### Wiring heat map

Scale: 3 px per um. 15 x 21 tiles, from dark purple (low) to yellow (high), scaled to the fullest tile. Values are wire area over tile area, all layers added.
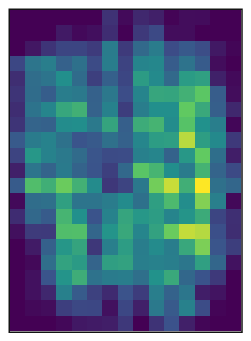
### Clock nets

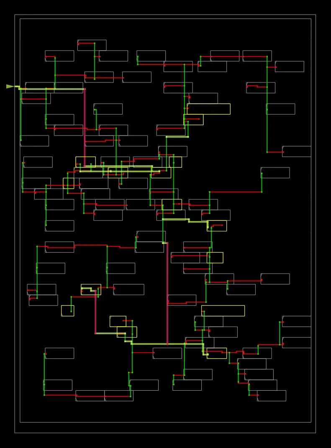
==> src/rtl/diff_demo_pkg.sv <==
// Shared constants and types for the diff-demo datapath, including the
// write-back scheduler state encoding and descriptor queue depth.
package diff_demo_pkg;

  localparam int FM_GUARD_GEN_PSUM_BUF_DEPTH = 64;
  localparam int WBS_DESC_DEPTH              = 4;

  typedef enum logic [2:0] {
    WBS_IDLE,
    WBS_LOAD,
    WBS_ISSUE,
    WBS_WAIT,
    WBS_DONE
  } wbs_state_t;

endpackage

==> src/rtl/wb_scheduler_if.sv <==
// Control bundle between the tile sequencer, the write-back scheduler and
// write-back. The scheduler side uses the slave modport.
interface wb_scheduler_if
  import diff_demo_pkg::*;
#(
  parameter int ADDR_W = $clog2(FM_GUARD_GEN_PSUM_BUF_DEPTH),
  parameter int TILE_W = 16
);
  logic              cfg_valid;
  logic              cfg_ready;
  logic [TILE_W-1:0] cfg_tile_num;
  logic              cfg_is_diff;

  logic              desc_valid;
  logic              desc_ready;
  logic              desc_bank;
  logic [ADDR_W-1:0] desc_stop_addr;

  logic              wb_ctrl_valid;
  logic              wb_ctrl_ready;
  logic              wb_ctrl_finish;
  logic [ADDR_W-1:0] wb_stop_addr;
  logic              wb_is_diff;
  logic              wb_bank_sel;

  logic [1:0]        bank_release;
  logic              layer_done;
  logic [TILE_W-1:0] tile_cnt;
  logic              err;

  modport slave (
    input  cfg_valid, cfg_tile_num, cfg_is_diff,
    input  desc_valid, desc_bank, desc_stop_addr,
    input  wb_ctrl_ready, wb_ctrl_finish,
    output cfg_ready, desc_ready,
    output wb_ctrl_valid, wb_stop_addr, wb_is_diff, wb_bank_sel,
    output bank_release, layer_done, tile_cnt, err
  );

  modport master (
    output cfg_valid, cfg_tile_num, cfg_is_diff,
    output desc_valid, desc_bank, desc_stop_addr,
    output wb_ctrl_ready, wb_ctrl_finish,
    input  cfg_ready, desc_ready,
    input  wb_ctrl_valid, wb_stop_addr, wb_is_diff, wb_bank_sel,
    input  bank_release, layer_done, tile_cnt, err
  );
endinterface

==> src/rtl/wbs_desc_fifo.sv <==
// Descriptor queue: synchronous FIFO with first-word-fall-through head,
// full/empty flags and a single-cycle flush.
module wbs_desc_fifo #(
  parameter int W     = 7,
  parameter int DEPTH = 4
) (
  input  logic         clk,
  input  logic         rst_n,
  input  logic         push,
  input  logic [W-1:0] wdata,
  input  logic         pop,
  input  logic         flush,
  output logic [W-1:0] rdata,
  output logic         full,
  output logic         empty
);
  localparam int AW = $clog2(DEPTH);

  logic [DEPTH-1:0][W-1:0] mem_q, mem_d;
  logic [AW:0]             wr_ptr_q, wr_ptr_d;
  logic [AW:0]             rd_ptr_q, rd_ptr_d;

  // Extra pointer MSB distinguishes full from empty when the indices match.
  assign empty = (wr_ptr_q == rd_ptr_q);
  assign full  = (wr_ptr_q[AW] != rd_ptr_q[AW]) &&
                 (wr_ptr_q[AW-1:0] == rd_ptr_q[AW-1:0]);
  assign rdata = mem_q[rd_ptr_q[AW-1:0]];

  always_comb begin
    mem_d    = mem_q;
    wr_ptr_d = wr_ptr_q;
    rd_ptr_d = rd_ptr_q;
    if (flush) begin
      wr_ptr_d = '0;
      rd_ptr_d = '0;
    end else begin
      if (push && !full) begin
        mem_d[wr_ptr_q[AW-1:0]] = wdata;
        wr_ptr_d                = wr_ptr_q + 1'b1;
      end
      if (pop && !empty) rd_ptr_d = rd_ptr_q + 1'b1;
    end
  end

  always_ff @(posedge clk) begin
    if (!rst_n) begin
      mem_q    <= '0;
      wr_ptr_q <= '0;
      rd_ptr_q <= '0;
    end else begin
      mem_q    <= mem_d;
      wr_ptr_q <= wr_ptr_d;
      rd_ptr_q <= rd_ptr_d;
    end
  end
endmodule

==> src/rtl/wb_scheduler.sv <==
// Layer-level sequencer for write-back: queues per-tile psum bank descriptors
// and issues them one at a time, releasing banks and flagging layer completion.
module wb_scheduler
  import diff_demo_pkg::*;
#(
  parameter int ADDR_W     = $clog2(FM_GUARD_GEN_PSUM_BUF_DEPTH),
  parameter int DESC_DEPTH = WBS_DESC_DEPTH,
  parameter int TILE_W     = 16
) (
  input  logic           clk,
  input  logic           rst_n,
  wb_scheduler_if.slave  bus
);
  wbs_state_t        state_q, state_d;
  logic [TILE_W-1:0] tile_num_q, tile_num_d;
  logic [TILE_W-1:0] tile_cnt_q, tile_cnt_d;
  logic [TILE_W-1:0] tile_cnt_inc;
  logic              is_diff_q, is_diff_d;
  logic              err_q, err_d;
  logic              cur_bank_q, cur_bank_d;
  logic [ADDR_W-1:0] cur_addr_q, cur_addr_d;
  logic [1:0]        release_q, release_d;

  logic              fifo_push, fifo_pop, fifo_flush, fifo_full, fifo_empty;
  logic [ADDR_W:0]   head;
  logic              head_bank;
  logic [ADDR_W-1:0] head_addr;

  logic              cfg_ready, wb_valid, wb_bank_sel, layer_done;
  logic [ADDR_W-1:0] wb_stop_addr;

  assign fifo_push    = bus.desc_valid && bus.desc_ready;
  assign head_bank    = head[ADDR_W];
  assign head_addr    = head[ADDR_W-1:0];
  assign tile_cnt_inc = tile_cnt_q + 1'b1;

  wbs_desc_fifo #(.W(ADDR_W + 1), .DEPTH(DESC_DEPTH)) u_desc_fifo (
    .clk   (clk),
    .rst_n (rst_n),
    .push  (fifo_push),
    .wdata ({bus.desc_bank, bus.desc_stop_addr}),
    .pop   (fifo_pop),
    .flush (fifo_flush),
    .rdata (head),
    .full  (fifo_full),
    .empty (fifo_empty)
  );

  always_comb begin
    state_d      = state_q;
    tile_num_d   = tile_num_q;
    tile_cnt_d   = tile_cnt_q;
    is_diff_d    = is_diff_q;
    err_d        = err_q;
    cur_bank_d   = cur_bank_q;
    cur_addr_d   = cur_addr_q;
    release_d    = '0;
    fifo_pop     = 1'b0;
    fifo_flush   = 1'b0;
    cfg_ready    = 1'b0;
    wb_valid     = 1'b0;
    wb_stop_addr = '0;
    wb_bank_sel  = 1'b0;
    layer_done   = 1'b0;
    unique case (state_q)
      WBS_IDLE: begin
        cfg_ready = 1'b1;
        if (bus.cfg_valid) begin
          tile_num_d = bus.cfg_tile_num;
          is_diff_d  = bus.cfg_is_diff;
          tile_cnt_d = '0;
          err_d      = 1'b0;
          state_d    = (bus.cfg_tile_num == '0) ? WBS_DONE : WBS_LOAD;
        end
      end
      WBS_LOAD: if (!fifo_empty) state_d = WBS_ISSUE;
      WBS_ISSUE: begin
        wb_valid     = 1'b1;
        wb_stop_addr = head_addr;
        wb_bank_sel  = head_bank;
        if (bus.wb_ctrl_ready) begin
          fifo_pop   = 1'b1;
          cur_bank_d = head_bank;
          cur_addr_d = head_addr;
          state_d    = WBS_WAIT;
        end
      end
      WBS_WAIT: begin
        wb_stop_addr = cur_addr_q;
        wb_bank_sel  = cur_bank_q;
        if (bus.wb_ctrl_finish) begin
          tile_cnt_d            = tile_cnt_inc;
          release_d[cur_bank_q] = 1'b1;
          state_d = (tile_cnt_inc == tile_num_q) ? WBS_DONE : WBS_LOAD;
        end
      end
      WBS_DONE: begin
        // Leftover descriptors belong to no tile of this layer.
        layer_done = 1'b1;
        fifo_flush = 1'b1;
        if (!fifo_empty) err_d = 1'b1;
        state_d = WBS_IDLE;
      end
      default: state_d = WBS_IDLE;
    endcase
    if (bus.wb_ctrl_finish && state_q != WBS_WAIT) err_d = 1'b1;
  end

  always_ff @(posedge clk) begin
    if (!rst_n) begin
      state_q    <= WBS_IDLE;
      tile_num_q <= '0;
      tile_cnt_q <= '0;
      is_diff_q  <= 1'b0;
      err_q      <= 1'b0;
      cur_bank_q <= 1'b0;
      cur_addr_q <= '0;
      release_q  <= '0;
    end else begin
      state_q    <= state_d;
      tile_num_q <= tile_num_d;
      tile_cnt_q <= tile_cnt_d;
      is_diff_q  <= is_diff_d;
      err_q      <= err_d;
      cur_bank_q <= cur_bank_d;
      cur_addr_q <= cur_addr_d;
      release_q  <= release_d;
    end
  end

  assign bus.cfg_ready     = cfg_ready;
  assign bus.desc_ready    = (state_q != WBS_IDLE) && !fifo_full;
  assign bus.wb_ctrl_valid = wb_valid;
  assign bus.wb_stop_addr  = wb_stop_addr;
  assign bus.wb_is_diff    = is_diff_q;
  assign bus.wb_bank_sel   = wb_bank_sel;
  assign bus.bank_release  = release_q;
  assign bus.layer_done    = layer_done;
  assign bus.tile_cnt      = tile_cnt_q;
  assign bus.err           = err_q;
endmodule

==> src/flat_wrapper.sv <==
// flat-port wrapper written by rule: the top's interface ports become plain ports
module wb_scheduler_flat import diff_demo_pkg::*;
#(
  parameter int ADDR_W     = $clog2(FM_GUARD_GEN_PSUM_BUF_DEPTH),
  parameter int DESC_DEPTH = WBS_DESC_DEPTH,
  parameter int TILE_W     = 16
)
  (clk, rst_n, bus_cfg_valid, bus_cfg_tile_num, bus_cfg_is_diff, bus_desc_valid, bus_desc_bank, bus_desc_stop_addr, bus_wb_ctrl_ready, bus_wb_ctrl_finish, bus_cfg_ready, bus_desc_ready, bus_wb_ctrl_valid, bus_wb_stop_addr, bus_wb_is_diff, bus_wb_bank_sel, bus_bank_release, bus_layer_done, bus_tile_cnt, bus_err);
  wb_scheduler_if #(.ADDR_W(ADDR_W), .TILE_W(TILE_W)) bus_i ();
  input  logic clk;
  input  logic rst_n;
  input wire logic [$bits(bus_i.cfg_valid)-1:0] bus_cfg_valid;
  input wire logic [$bits(bus_i.cfg_tile_num)-1:0] bus_cfg_tile_num;
  input wire logic [$bits(bus_i.cfg_is_diff)-1:0] bus_cfg_is_diff;
  input wire logic [$bits(bus_i.desc_valid)-1:0] bus_desc_valid;
  input wire logic [$bits(bus_i.desc_bank)-1:0] bus_desc_bank;
  input wire logic [$bits(bus_i.desc_stop_addr)-1:0] bus_desc_stop_addr;
  input wire logic [$bits(bus_i.wb_ctrl_ready)-1:0] bus_wb_ctrl_ready;
  input wire logic [$bits(bus_i.wb_ctrl_finish)-1:0] bus_wb_ctrl_finish;
  output wire logic [$bits(bus_i.cfg_ready)-1:0] bus_cfg_ready;
  output wire logic [$bits(bus_i.desc_ready)-1:0] bus_desc_ready;
  output wire logic [$bits(bus_i.wb_ctrl_valid)-1:0] bus_wb_ctrl_valid;
  output wire logic [$bits(bus_i.wb_stop_addr)-1:0] bus_wb_stop_addr;
  output wire logic [$bits(bus_i.wb_is_diff)-1:0] bus_wb_is_diff;
  output wire logic [$bits(bus_i.wb_bank_sel)-1:0] bus_wb_bank_sel;
  output wire logic [$bits(bus_i.bank_release)-1:0] bus_bank_release;
  output wire logic [$bits(bus_i.layer_done)-1:0] bus_layer_done;
  output wire logic [$bits(bus_i.tile_cnt)-1:0] bus_tile_cnt;
  output wire logic [$bits(bus_i.err)-1:0] bus_err;
  assign bus_i.cfg_valid = bus_cfg_valid;
  assign bus_i.cfg_tile_num = bus_cfg_tile_num;
  assign bus_i.cfg_is_diff = bus_cfg_is_diff;
  assign bus_i.desc_valid = bus_desc_valid;
  assign bus_i.desc_bank = bus_desc_bank;
  assign bus_i.desc_stop_addr = bus_desc_stop_addr;
  assign bus_i.wb_ctrl_ready = bus_wb_ctrl_ready;
  assign bus_i.wb_ctrl_finish = bus_wb_ctrl_finish;
  assign bus_cfg_ready = bus_i.cfg_ready;
  assign bus_desc_ready = bus_i.desc_ready;
  assign bus_wb_ctrl_valid = bus_i.wb_ctrl_valid;
  assign bus_wb_stop_addr = bus_i.wb_stop_addr;
  assign bus_wb_is_diff = bus_i.wb_is_diff;
  assign bus_wb_bank_sel = bus_i.wb_bank_sel;
  assign bus_bank_release = bus_i.bank_release;
  assign bus_layer_done = bus_i.layer_done;
  assign bus_tile_cnt = bus_i.tile_cnt;
  assign bus_err = bus_i.err;
  wb_scheduler #(.ADDR_W(ADDR_W), .DESC_DEPTH(DESC_DEPTH), .TILE_W(TILE_W)) u_core (.clk(clk), .rst_n(rst_n), .bus(bus_i));
endmodule
==> config.mk <==
export PLATFORM = sky130hd
export DESIGN_NAME = wb_scheduler_flat
export DESIGN_NICKNAME = d
export VERILOG_FILES = /design/src/rtl/diff_demo_pkg.sv /design/src/rtl/wb_scheduler_if.sv /design/src/rtl/wbs_desc_fifo.sv /design/src/rtl/wb_scheduler.sv /design/src/flat_wrapper.sv
export SDC_FILE = /design/constraint.sdc
export NUM_CORES = 1
export LEC_CHECK = 0
export CORE_ASPECT_RATIO = 1.4
export CORE_UTILIZATION = 57
export CTS_BUF_LIST = sky130_fd_sc_hd__clkbuf_2 sky130_fd_sc_hd__clkbuf_4 sky130_fd_sc_hd__clkbuf_8
export DETAILED_ROUTE_END_ITERATION = 10
export GPL_TIMING_DRIVEN = 0
export PLACE_DENSITY = 0.92
export RECOVER_POWER = 50
export SLEW_MARGIN = 20
export SYNTH_ARGS = -nofsm -noshare
export SYNTH_HDL_FRONTEND = slang
export SYNTH_HIERARCHICAL = 1
export SYNTH_SLANG_ARGS = --single-unit
export TNS_END_PERCENT = 5
==> constraint.sdc <==
create_clock -name clk -period 3.1 [get_ports clk]
set_input_delay 0.62 -clock clk [delete_from_list [all_inputs] [get_ports clk]]
set_output_delay 0.62 -clock clk [all_outputs]
set_load 0.01 [all_outputs]
==> metrics.yaml <==
power:
  clockNetworkPower_uw: 894
  total_power_mw: 2.81
  pwr-share-clk_pct: 31.8
  cell_area_power_density_mw_per_mm2: 515
floorplan:
  die_h_um: 107
  design.portCount: 61
  die-width_um: 77.1
synthesis:
  post_synthesis_average_cell_area_um2: 8.93
  synth.lib_cells_used.distinct: 62
  yosys_most_used_dff: "sky130_fd_sc_hd__dfxtp_1"
  ys.warnings.count: 6
setup_path:
  regToRegEndpoint: "u_core/u_desc_fifo/mem_q[21]$_SDFFE_PN0P_"
  worst-r2r-setup-slack_ps: 220
  timing.critical_path.max_delay_family: "buffers and inverters"
  startpoint_type: "flip-flop"
  timing.critical_path.depth: 5
  crit_path_end_kind: "primary output"
  critical-path-slowest-cell: "sky130_fd_sc_hd__mux4_2"
  timing.critical_path.slowest_cell_delay_ps: 580
min_path:
  worst_hold_path.num_cells: 2
routing:
  top_signal_layer_used: "met4"
  detail_route.wl_per_cell_um: 17.3
timing:
  period_minus_slack_ps: 3030
  final_hold_violating_endpoints: 0
finish:
  flop_area_mm2: 0.00160
  fraction_of_final_layout_cells_with_drive_strength_greater_than_1_pct: 9.48
  final_net_count: 611
  nNonClkInverters: 12
  max_reg_flops: 28
  seq-cell-share_pct: 29.4
  antenna_cells: 0
place:
  place_congestion: 0.983
outcome:
  status: "complete, no violations"
global_routing:
  use_met3_pct: 5.19
  groute.layer.met1.usage_pct: 29.9
  grt_pass1_wl_mm: 19.1
clock_network:
  postCtsResizedCells: 3
-- 'Wiring heat map' (at the start) --
mean over tiles: 0.23
fullest tile: 0.73
densest ninth of the die: right middle
tiles over half the peak: 21%
nearly empty tiles: 11%

-- 'Clock nets' (at the start) --
clk_buf instances: 9
FF+latch count: 80
maximum clock skew at final layout: 14.8 ps

==> metrics by stage <==
step | instance area, um^2 | std cells | worst slack [ps]
after floorplan | 4500 | 504 | 612
after global placement | 5230 | 664 | 265
after detailed placement | 5230 | 664 | 237
after CTS | 5460 | 680 | 77.2
after global routing | 5460 | 680 | 9.16
final | 5460 | 680 | 72.9
==> kinds of logic (layout without fill, tap and decap cells) <==
family                     Yosys count  after routing  synth area share, %
and+or+nand+nor                    204            204                 23.9
AOI/OAI and AO/OA                   91             91                 15.4
DFF                                 80             80                 35.6
muxes                               53             53                 13.8
buffers and inverters               44            120                 4.00
xor gates and xnor gates            26             26                 5.65
adders and majority gates            6              6                 1.67
No activity file was given, so power comes from the tool's default toggle rates.
